--- src/rtl/vector_load_unit.sv ---
`default_nettype none
// ============================================================================
// Module   : vector_load_unit
// Purpose  : Fills one vector register from memory. On an accepted request it
//            issues NWORDS = REG_WIDTH/WORD_WIDTH word reads at base, base+S,
//            base+2S, ... and packs the responses (word 0 in the LS bits). It
//            then drives a single one-cycle write on the register file port
//            WE3/A3/WD3. Request issue and response collection overlap.
// Ports    : clk, rst (async, active-low)
//            req_valid/req_ready/req_rd/req_base  - load request handshake
//            req_stride                           - only with VLOAD_STRIDE_EN
//            mem_req_valid/mem_req_ready/mem_addr - memory read request
//            mem_rsp_valid/mem_rsp_data           - in-order read responses
//            WE3/A3/WD3                           - register file write port
//            done                                 - pulses together with WE3
// Config   : VLOAD_STRIDE_EN - adds req_stride (signed byte stride, latched
//            with the request). Undefined: fixed stride of WORD_WIDTH/8 bytes.
// Revision : 1.0 - initial release
// ============================================================================
module vector_load_unit #(
  parameter int REG_WIDTH  = 256,
  parameter int WORD_WIDTH = 32,
  parameter int REG_ADDR_W = 5,
  parameter int MEM_ADDR_W = 32
) (
  input  logic                  clk,
  input  logic                  rst,
  input  logic                  req_valid,
  output logic                  req_ready,
  input  logic [REG_ADDR_W-1:0] req_rd,
  input  logic [MEM_ADDR_W-1:0] req_base,
`ifdef VLOAD_STRIDE_EN
  input  logic [MEM_ADDR_W-1:0] req_stride,
`endif
  output logic                  mem_req_valid,
  input  logic                  mem_req_ready,
  output logic [MEM_ADDR_W-1:0] mem_addr,
  input  logic                  mem_rsp_valid,
  input  logic [WORD_WIDTH-1:0] mem_rsp_data,
  output logic                  WE3,
  output logic [REG_ADDR_W-1:0] A3,
  output logic [REG_WIDTH-1:0]  WD3,
  output logic                  done
);

  localparam int NWORDS = REG_WIDTH / WORD_WIDTH;
  // One extra bit so the counters can reach NWORDS itself.
  localparam int CNT_W  = $clog2(NWORDS + 1);

  typedef enum logic [1:0] {
    S_IDLE  = 2'd0,
    S_FETCH = 2'd1,
    S_WRITE = 2'd2
  } state_t;

  state_t                state_q,       state_d;
  logic [CNT_W-1:0]      issue_cnt_q,   issue_cnt_d;
  logic [CNT_W-1:0]      recv_cnt_q,    recv_cnt_d;
  logic [CNT_W-1:0]      outstanding_q, outstanding_d;
  logic [REG_WIDTH-1:0]  vbuf_q,        vbuf_d;
  logic [REG_ADDR_W-1:0] rd_q,          rd_d;
  logic [MEM_ADDR_W-1:0] base_q,        base_d;
  logic                  we3_q,         we3_d;
  logic [REG_ADDR_W-1:0] a3_q,          a3_d;
  logic [REG_WIDTH-1:0]  wd3_q,         wd3_d;
  logic                  done_q,        done_d;

  logic [MEM_ADDR_W-1:0] w_stride;
  logic                  w_issue_fire;
  logic                  w_rsp_fire;

`ifdef VLOAD_STRIDE_EN
  logic [MEM_ADDR_W-1:0] stride_q, stride_d;
  assign w_stride = stride_q;
`else
  localparam int STRIDE = WORD_WIDTH / 8;
  assign w_stride = MEM_ADDR_W'(STRIDE);
`endif

  assign req_ready     = (state_q == S_IDLE);
  assign mem_req_valid = (state_q == S_FETCH) && (issue_cnt_q < CNT_W'(NWORDS));
  // Address is a pure function of latched base and issue count, so it stays
  // stable while the memory back-pressures. Wraps modulo 2^MEM_ADDR_W; the
  // truncated product also handles negative (two's complement) strides.
  assign mem_addr      = base_q + (MEM_ADDR_W'(issue_cnt_q) * w_stride);

  assign w_issue_fire  = mem_req_valid && mem_req_ready;
  // Responses are only meaningful for requests this load actually issued;
  // anything else (idle, write cycle, leftovers from before a reset) is dropped.
  assign w_rsp_fire    = (state_q == S_FETCH) && mem_rsp_valid && (outstanding_q != '0);

  assign WE3  = we3_q;
  assign A3   = a3_q;
  assign WD3  = wd3_q;
  assign done = done_q;

  always_comb begin
    state_d       = state_q;
    issue_cnt_d   = issue_cnt_q;
    recv_cnt_d    = recv_cnt_q;
    outstanding_d = outstanding_q;
    vbuf_d        = vbuf_q;
    rd_d          = rd_q;
    base_d        = base_q;
`ifdef VLOAD_STRIDE_EN
    stride_d      = stride_q;
`endif
    we3_d         = 1'b0;
    done_d        = 1'b0;
    a3_d          = a3_q;
    wd3_d         = wd3_q;

    case (state_q)
      S_IDLE: begin
        if (req_valid) begin
          state_d       = S_FETCH;
          rd_d          = req_rd;
          base_d        = req_base;
`ifdef VLOAD_STRIDE_EN
          stride_d      = req_stride;
`endif
          issue_cnt_d   = '0;
          recv_cnt_d    = '0;
          outstanding_d = '0;
          vbuf_d        = '0;
        end
      end

      S_FETCH: begin
        if (w_issue_fire) begin
          issue_cnt_d = issue_cnt_q + CNT_W'(1);
        end
        // Net change handles accept and response landing in the same cycle.
        outstanding_d = outstanding_q + CNT_W'(w_issue_fire) - CNT_W'(w_rsp_fire);
        if (w_rsp_fire) begin
          for (int k = 0; k < NWORDS; k++) begin
            if (recv_cnt_q == CNT_W'(k)) begin
              vbuf_d[k*WORD_WIDTH +: WORD_WIDTH] = mem_rsp_data;
            end
          end
          recv_cnt_d = recv_cnt_q + CNT_W'(1);
          // Last word: register the write now so WE3 lines up with S_WRITE.
          if (recv_cnt_q == CNT_W'(NWORDS - 1)) begin
            state_d = S_WRITE;
            we3_d   = 1'b1;
            done_d  = 1'b1;
            a3_d    = rd_q;
            wd3_d   = vbuf_d;
          end
        end
      end

      S_WRITE: begin
        state_d = S_IDLE;
      end

      default: begin
        state_d = S_IDLE;
      end
    endcase
  end

  always_ff @(posedge clk or negedge rst) begin
    if (!rst) begin
      state_q       <= S_IDLE;
      issue_cnt_q   <= '0;
      recv_cnt_q    <= '0;
      outstanding_q <= '0;
      vbuf_q        <= '0;
      rd_q          <= '0;
      base_q        <= '0;
`ifdef VLOAD_STRIDE_EN
      stride_q      <= '0;
`endif
      we3_q         <= 1'b0;
      a3_q          <= '0;
      wd3_q         <= '0;
      done_q        <= 1'b0;
    end else begin
      state_q       <= state_d;
      issue_cnt_q   <= issue_cnt_d;
      recv_cnt_q    <= recv_cnt_d;
      outstanding_q <= outstanding_d;
      vbuf_q        <= vbuf_d;
      rd_q          <= rd_d;
      base_q        <= base_d;
`ifdef VLOAD_STRIDE_EN
      stride_q      <= stride_d;
`endif
      we3_q         <= we3_d;
      a3_q          <= a3_d;
      wd3_q         <= wd3_d;
      done_q        <= done_d;
    end
  end

endmodule
`default_nettype wire
--- config.mk ---
export PLATFORM = sky130hd
export DESIGN_NAME = vector_load_unit
export DESIGN_NICKNAME = d
export VERILOG_FILES = /design/src/rtl/vector_load_unit.sv
export SDC_FILE = /design/constraint.sdc
export NUM_CORES = 1
export LEC_CHECK = 0
export CAP_MARGIN = 20
export CORE_AREA = 4 4 267 164
export DETAILED_ROUTE_END_ITERATION = 10
export DIE_AREA = 0 0 271 168
export PLACE_DENSITY_LB_ADDON = 0.15
export SYNTH_ARGS = -nofsm -noshare
export SYNTH_HDL_FRONTEND = slang
export SYNTH_SLANG_ARGS = --single-unit
--- constraint.sdc ---
create_clock -name clk -period 7.12 [get_ports clk]
set_clock_uncertainty 0.1 [all_clocks]
set_input_delay 1.068 -clock clk [delete_from_list [all_inputs] [get_ports clk]]
set_output_delay 1.068 -clock clk [all_outputs]
set_load 0.005 [all_outputs]
Run 1, sequential cells grouped by signal name:
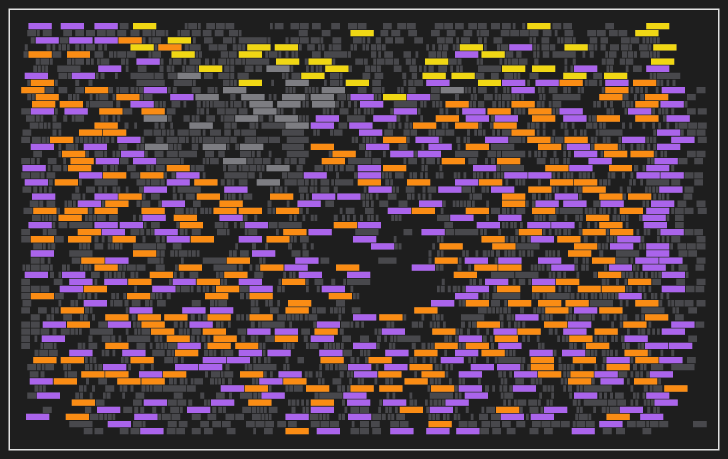
- orange: `vbuf_q` (sequential cells 224)
- yellow: `base_q` (sequential cells 32; where a horizontal strip, top)
- purple: `WD3` (sequential cells 256; where widely spread)

Run 1, routing congestion:
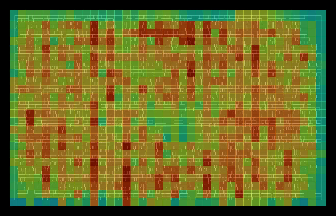
total track usage: 28.8%
average wire per standard cell: 19.9 um
final core utilization: 67.4%
GR Layer Usage met1: 42.8%

Run 1, cells coloured by class:
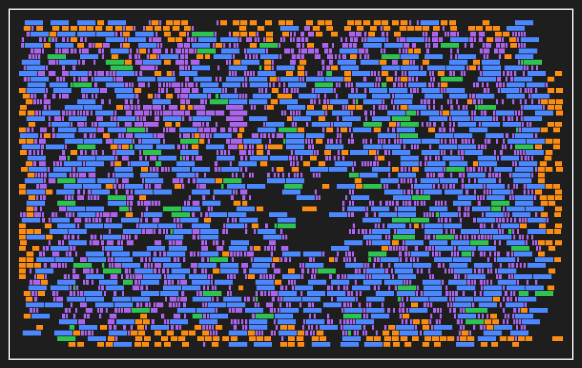
- blue: registers (cells 537)
- green: clock drivers and dummy loads (cells 91)
- purple: remaining logic cells (cells 1737)
- orange: remaining buffers and delay cells (cells 394)

Run 1, cell density map:
The die is cut into 27 by 17 equal tiles; black is low, pale yellow is high, 0 to 100% covered.
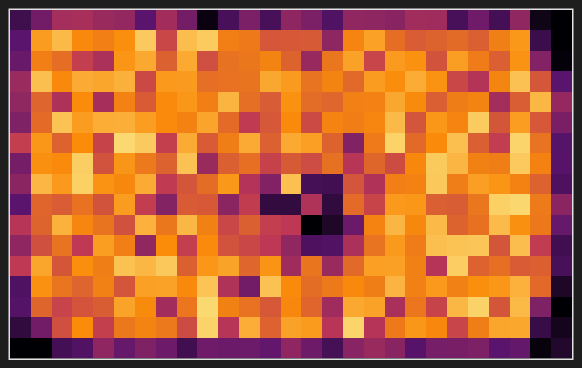
- fullest tile: 92%
- tiles over 75% full: 27%
- mean over tiles: 60%
- nearly empty tiles: 1.5%

==> flow_summary.json, run 1 <==
{
  "dieArea_um2": 45500,
  "ys_cells": 2462,
  "antenna_cells": 0,
  "numClockSinks": 537,
  "status": "finished clean",
  "required_ns": 5.95,
  "drv_slew": 0,
  "grt_pass1_vias": 17600,
  "pwr-share-seq_pct": 43.8,
  "cp.arrival_ns": 3.42,
  "area_growth_pct": 23.8,
  "netlist.area_leader.share_pct": 59.6,
  "slew_headroom_pct": 27.3,
  "crit_path_end_kind": "output pin",
  "cts_tree": "built",
  "yosysSeqAreaShare_pct": 59.6,
  "async_flop_share_pct": 100,
  "cp_top_family": "AND-OR/OR-AND gates",
  "ir_drop_uv": 184,
  "drc": 0,
  "hold_buffers": 0,
  "area_leaders": "dfrtp_1 60%, nand2_1 19%, o21ai_0 6.1%",
  "netlist_instances": 2462,
  "final-comb-area_um2": 8100,
  "critPathBufInv": 2,
  "setup_slack_ns": 2.53,
  "largest_area_cell": "dfrtp_1",
  "grt_pass1_wl_mm": 103,
  "place_ws_ns": 2.13,
  "rsz0062_at_grt": "false",
  "cp_max_fo": 13,
  "cp_slowest_cell": "o31a_1",
  "die_height_um": 168,
  "first_iter_violations": 1935,
  "place_congestion": 0.900,
  "ant_nets": 0,
  "initCoreUtil_pct": 54.4,
  "slowest_delay_ns": 0.63,
  "power_frac_comb_pct": 31.0,
  "grt_start_max_net_pins": 207,
  "maxCapViolCount": 0,
  "clockBufferDepth": 3,
  "clock_latency_ns": 0.57,
  "cp_cell_sequence": "ha_1, inv_1, fa_1, nor2b_1, o31a_1, nand4_1, xnor2_1, clkdlybuf4s50_1",
  "via_per_inst": 5.43,
  "netSwitchingFraction_pct": 32.5,
  "grt.overflow.total": 0,
  "drive_gt1_share_pct": 4.06,
  "die_width_um": 271,
  "p_int_mw": 7.36,
  "num_rows": 58,
  "synth.distinct_cells": 41,
  "setup_violations": 0,
  "cts_made_buffers": 49,
  "p_switching_mw": 3.54,
  "top_cell": "nand2_1",
  "antenna_found_initial": 0,
  "cts-resized-gates": 0,
  "power_mw": 10.9,
  "r2r_setup_slack_ns": 3.05,
  "core_um2": 41400,
  "power.density_nw_per_um2": 390,
  "p_leak_nw": 13.5,
  "worstSetupPathType": "register to output pin",
  "netlist_top_cells_count": "1160 x nand2_1, 537 x dfrtp_1, 275 x o21ai_0, 115 x clkbuf_1, 97 x mux2i_1",
  "cp-start-kind": "register",
  "nFillCells": 3222,
  "ff_type": "dfrtp_1",
  "fin_crit_ns": 4.59,
  "synth_area_um2": 22500,
  "maxClockFrequency_mhz": 218
}
## run 1: power groups by stage
stage | combinational, mW | sequential, mW | clock (mW)
floorplan | 1.60 | 4.65 | 0
global placement | 3.27 | 4.76 | 0
detailed placement | 3.40 | 4.80 | 0
CTS | 3.42 | 4.76 | 2.79
global route | 3.75 | 4.89 | 2.92
finish | 3.38 | 4.77 | 2.74
## run 1: cells by family after synthesis
logic type               synth area share, %
AND-OR/OR-AND                           7.69
XOR/XNOR                                1.24
adder cells (fa/ha/maj)                0.955
buffers and inverters                   4.62
flip-flops                              59.6
multiplexers                            4.31
AND/OR/NAND/NOR                         21.6
## run 1: placed cells by master, fill, tap and decap left out, types with 2 or more instances in the layout
cell type           n
and3_1              3
clkbuf_8            8
nand2b_1            2
nor3b_2             2
o31ai_1             2
xor2_1              3
o21ai_0           275
buf_12              3
nor2b_1             2
ha_1               14
nand2_1          1159
nor4b_4             4
clkbuf_16          51
nand3b_1            5
nor3_1              4
xnor2_1            29
dfrtp_1           537
buf_4              21
clkbuf_1           16
nor3_4              3
a21oi_1             5
nand4_1            15
inv_1              16
o21ai_1            54
inv_6               2
mux2i_1            97
nand3_1            14
clkdlybuf4s50_1   369
bufinv_16           5
fa_1                2
clkinvlp_4          2
nor2_1             12
clkinv_2            7
## run 1: stage by stage
stage | utilization (%) | instance area, um^2 | hold WS, ns | cells
2_1_floorplan | - | 22500 | 0.338 | 2462
3_3_place_gp | 63.3 | 26200 | 0.345 | 3238
3_5_place_dp | 63.3 | 26200 | 0.348 | 3238
4_1_cts | 67.4 | 27900 | 0.365 | 3329
5_1_grt | 67.4 | 27900 | 0.390 | 3329
6_report | 67.4 | 27900 | 0.368 | 3329
## run 1: worst register-to-register path: cells and delay by family, from the launching register on
kind                   cells  cell delay, ns
buffers and inverters      2            1.42
DFF                        1            0.44
and+or+nand+nor            4            2.06
## run 1: registers in the layout, summed over array words and instances, names as in the netlist
register / flops
WD3: 256
vbuf_q: 224
base_q: 32
A3: 5
rd_q: 5
issue_cnt_q: 4
outstanding_q: 4
recv_cnt_q: 4
state_q: 2
done: 1
## run 1: worst paths after layout
path	end	startpoint	cells past startpoint
setup / recovery	mem_addr[28]	issue_cnt_q[0]	8
hold / removal	WD3[101]	vbuf_q[101]	2
setup reg to reg	WD3[111]	state_q[1]	6
hold reg to reg	WD3[101]	vbuf_q[101]	2
max in group asynchronous	WD3[201]	rst	2
min in group asynchronous	WD3[53]	rst	1
## run 1: cell type report
| class | count | area share, % |
|---|---|---|
| sequential | 537 | 48.1 |
| multi-input combinational | 1720 | 29.0 |
| timing repair buffer | 394 | 14.1 |
| clock buffer | 75 | 5.18 |
| tap | 570 | 2.56 |
| clock inverter | 16 | 0.780 |
| inverter | 17 | 0.247 |
## run 1: layer usage
| layer | vias to the layer above | wire, um | track usage (%) |
|---|---|---|---|
| met1 | 8973 | 29400 | 42.8 |
| li1 | 8334 | - | - |
| met2 | 660 | 29700 | 44.1 |
| met4 | 0 | 1810 | 7.24 |
| met5 | - | 0 | 0 |
| met3 | 107 | 5280 | 5.73 |
## Run 2: what changed since run 1
Settings changed: CORE_AREA 4 4 267 164 to 4 4 285 175, DIE_AREA 0 0 271 168 to 0 0 289 179.
Clock period 7.12 ns to 4.1 ns, I/O delays scaled along.
==> run 2 against run 1 <==
Net effect: synthesized cell count is the same; combinational power rose by 74%; synthesized area unchanged; largest cell class unchanged; wire length is essentially flat; core utilization is 7.6 points lower; via count fell by 2.4%; clock power grew 74%; sequential share of layout area down 0.62 points; worst setup slack worse by 2.2 ns; sequential power rose by 74%; count of clock-buffer cells in the layout is 2 lower; critical path depth stayed put.
==> flow_summary.json, run 2 <==
{
  "status": "finished clean",
  "top_cell": "nand2_1",
  "tns_ns": 0,
  "grt_pass1_vias": 17300,
  "grt.overflow.total": 0,
  "warnings": 35,
  "yosys_warnings": 0,
  "lay_top_cells": "1159 x nand2_1, 537 x dfrtp_1, 369 x clkdlybuf4s50_1, 275 x o21ai_0, 97 x mux2i_1",
  "slew_headroom_pct": 36.0,
  "first_iter_violations": 1425,
  "ys.flops": 537,
  "ant_nets": 0,
  "antenna_cells": 0,
  "worst_slew_pin_slew_ns": 0.957,
  "grt_start_max_net_pins": 197,
  "cp.arrival_ns": 3.01,
  "p_leak_nw": 13.7,
  "required_ns": 3.38,
  "largest_area_cell": "dfrtp_1",
  "hold_class": "register to register",
  "yosysSeqAreaShare_pct": 59.6,
  "drc": 0,
  "die_height_um": 179,
  "core_um2": 47300,
  "netlist_top_cells_count": "1160 x nand2_1, 537 x dfrtp_1, 275 x o21ai_0, 115 x clkbuf_1, 97 x mux2i_1",
  "ys_cells": 2462,
  "portBuffers": 370,
  "drv_slew": 0,
  "initCoreUtil_pct": 47.6,
  "cp-start-kind": "register",
  "power.density_nw_per_um2": 670,
  "floorplan.nets": 2552,
  "synth_area_um2": 22500,
  "synth_area_per_cell_um2": 9.15,
  "numClockSinks": 537,
  "dr_total_vias": 17600,
  "dieArea_um2": 51700,
  "via_per_inst": 5.16,
  "nNetsFinal": 2831,
  "cts_tree": "built",
  "wire_per_inst_um": 19.3,
  "finalCritPeriodShare_pct": 90.9,
  "track_usage_pct": 25.4,
  "rsz0062_at_grt": "false",
  "hold_viol": 0,
  "num_rows": 62,
  "drive_gt1_share_pct": 5.07,
  "cts_made_buffers": 50,
  "clockBufferDepth": 3,
  "netlist.area_leader.share_pct": 59.6,
  "layout_top_cell": "nand2_1",
  "synth.distinct_cells": 41,
  "ir_drop_uv": 339,
  "maxCapViolCount": 0,
  "fin_crit_ns": 3.73,
  "synth-edff-count": 0,
  "grt_pass1_wl_mm": 102,
  "place_congestion": 0.940,
  "netlist_instances": 2462,
  "maxClockFrequency_mhz": 268,
  "crit_path_end_kind": "output pin",
  "final-comb-area_um2": 8100,
  "r2r_setup_slack_ns": 1.30,
  "largest_register_ffs": 256,
  "nFillCells": 4101,
  "die_width_um": 289,
  "ioPinCount": 371,
  "ff_type": "dfrtp_1",
  "setup_violations": 0,
  "area_leaders": "dfrtp_1 60%, nand2_1 19%, o21ai_0 6.1%",
  "drt-total-wl_mm": 66.1,
  "root_buffer": "clkbuf_16",
  "async_flop_share_pct": 100,
  "whs_ns": 0.364,
  "clk_pin_slew_ns": 0.07,
  "dr.pass1.iters": 5,
  "worstSetupPathType": "register to output pin",
  "cp_max_fo": 13,
  "dp_hpwl_mm": 43.7,
  "ys_area_um2": 22500,
  "antenna_found_initial": 4,
  "clock_latency_ns": 0.57,
  "htree_levels": 2,
  "area_growth_pct": 25.4
}
-- run 2: cell counts after synthesis --
Identical to the previous run, type by type.
-- run 2: power breakdown --
group | internal (mW) | switching, mW
clock | 2.74 | 2.04
combinational | 3.00 | 2.88
sequential | 7.07 | 1.21
-- run 2: stage by stage --
step           utilization, %  setup WS [ns]  std cells  instance area (um^2)  total power, mW
5_1_grt                  59.7          0.173       3419                 28300             20.1
3_3_place_gp             56.2          0.804       3328                 26600             14.0
2_1_floorplan               -           1.50       2462                 22500             10.9
4_1_cts                  59.7          0.152       3419                 28300             19.1
3_5_place_dp             56.2          0.740       3328                 26600             14.3
6_report                 59.7          0.372       3419                 28300             18.9
-- run 2: cell type report --
cell class                      count  area share (%)
Clock buffer                       73            5.34
Multi-Input combinational cell   1720            28.6
Sequential cell                   537            47.5
Tap cell                          640            2.83
Clock inverter                     17           0.602
Timing Repair Buffer              415            14.8
Inverter                           17           0.243
-- run 2: worst paths after layout --
check                                from           end  depth (start not counted)
min                            vbuf_q[63]       WD3[63]                          2
max                        issue_cnt_q[0]  mem_addr[14]                          8
max reg2reg                    state_q[1]       WD3[42]                          6
min reg2reg                    vbuf_q[63]       WD3[63]                          2
min in group asynchronous             rst       WD3[74]                          2
max in group asynchronous             rst   vbuf_q[178]                          4
-- run 2: routing by layer --
layer  up-vias  share of wire (%)  GRT usage [%]
met1      8602                 45           37.5
met4         0                2.9           7.06
met5         -                  0              0
li1       8381                  -              -
met3       109                7.0           4.99
met2       554                 45           38.8
-- run 2: critical path: stages (launching register included) --
cell and delay [ns]:
dfrtp_1 0.42, ha_1 0.19, inv_1 0.05, fa_1 0.40
nor2b_1 0.15, o31a_2 0.33, nand2_1 0.11, xnor2_1 0.21
clkdlybuf4s50_1 0.57
-- run 2: what timing repair did --
| action | in CTS | in global routing |
|---|---|---|
| endpoints found under the hold margin | 34 | 0 |
| hold buffers | 1 | 0 |
| setup buffers | 0 | 0 |
| setup endpoints to repair | 0 | 5 |
| resized | 0 | 1 |
-- run 2: cells by family (layout without fill, tap and decap cells) --
family                   Yosys count  in the layout  share of synthesized area (%)
AND-OR/OR-AND                    342            342                           7.69
multiplexers                      97             97                           4.31
XOR/XNOR                          32             32                           1.24
buffers and inverters            205            522                           4.62
flip-flops                       537            537                           59.6
AND/OR/NAND/NOR                 1233           1233                           21.6
adder cells (fa/ha/maj)           16             16                          0.955
Run 2, sequential cells grouped by signal name:
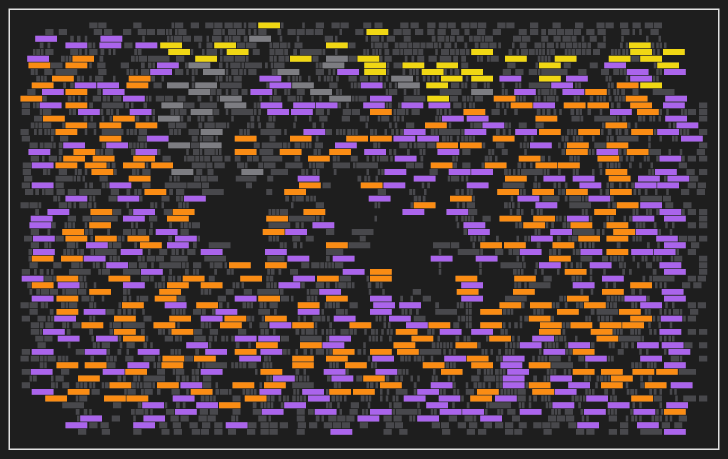
sequential cell area: 13400 um^2
P_seq: 8.28 mW
final core utilization: 59.7%

Power figures rest on the tool's default switching activity, not on a simulated workload.
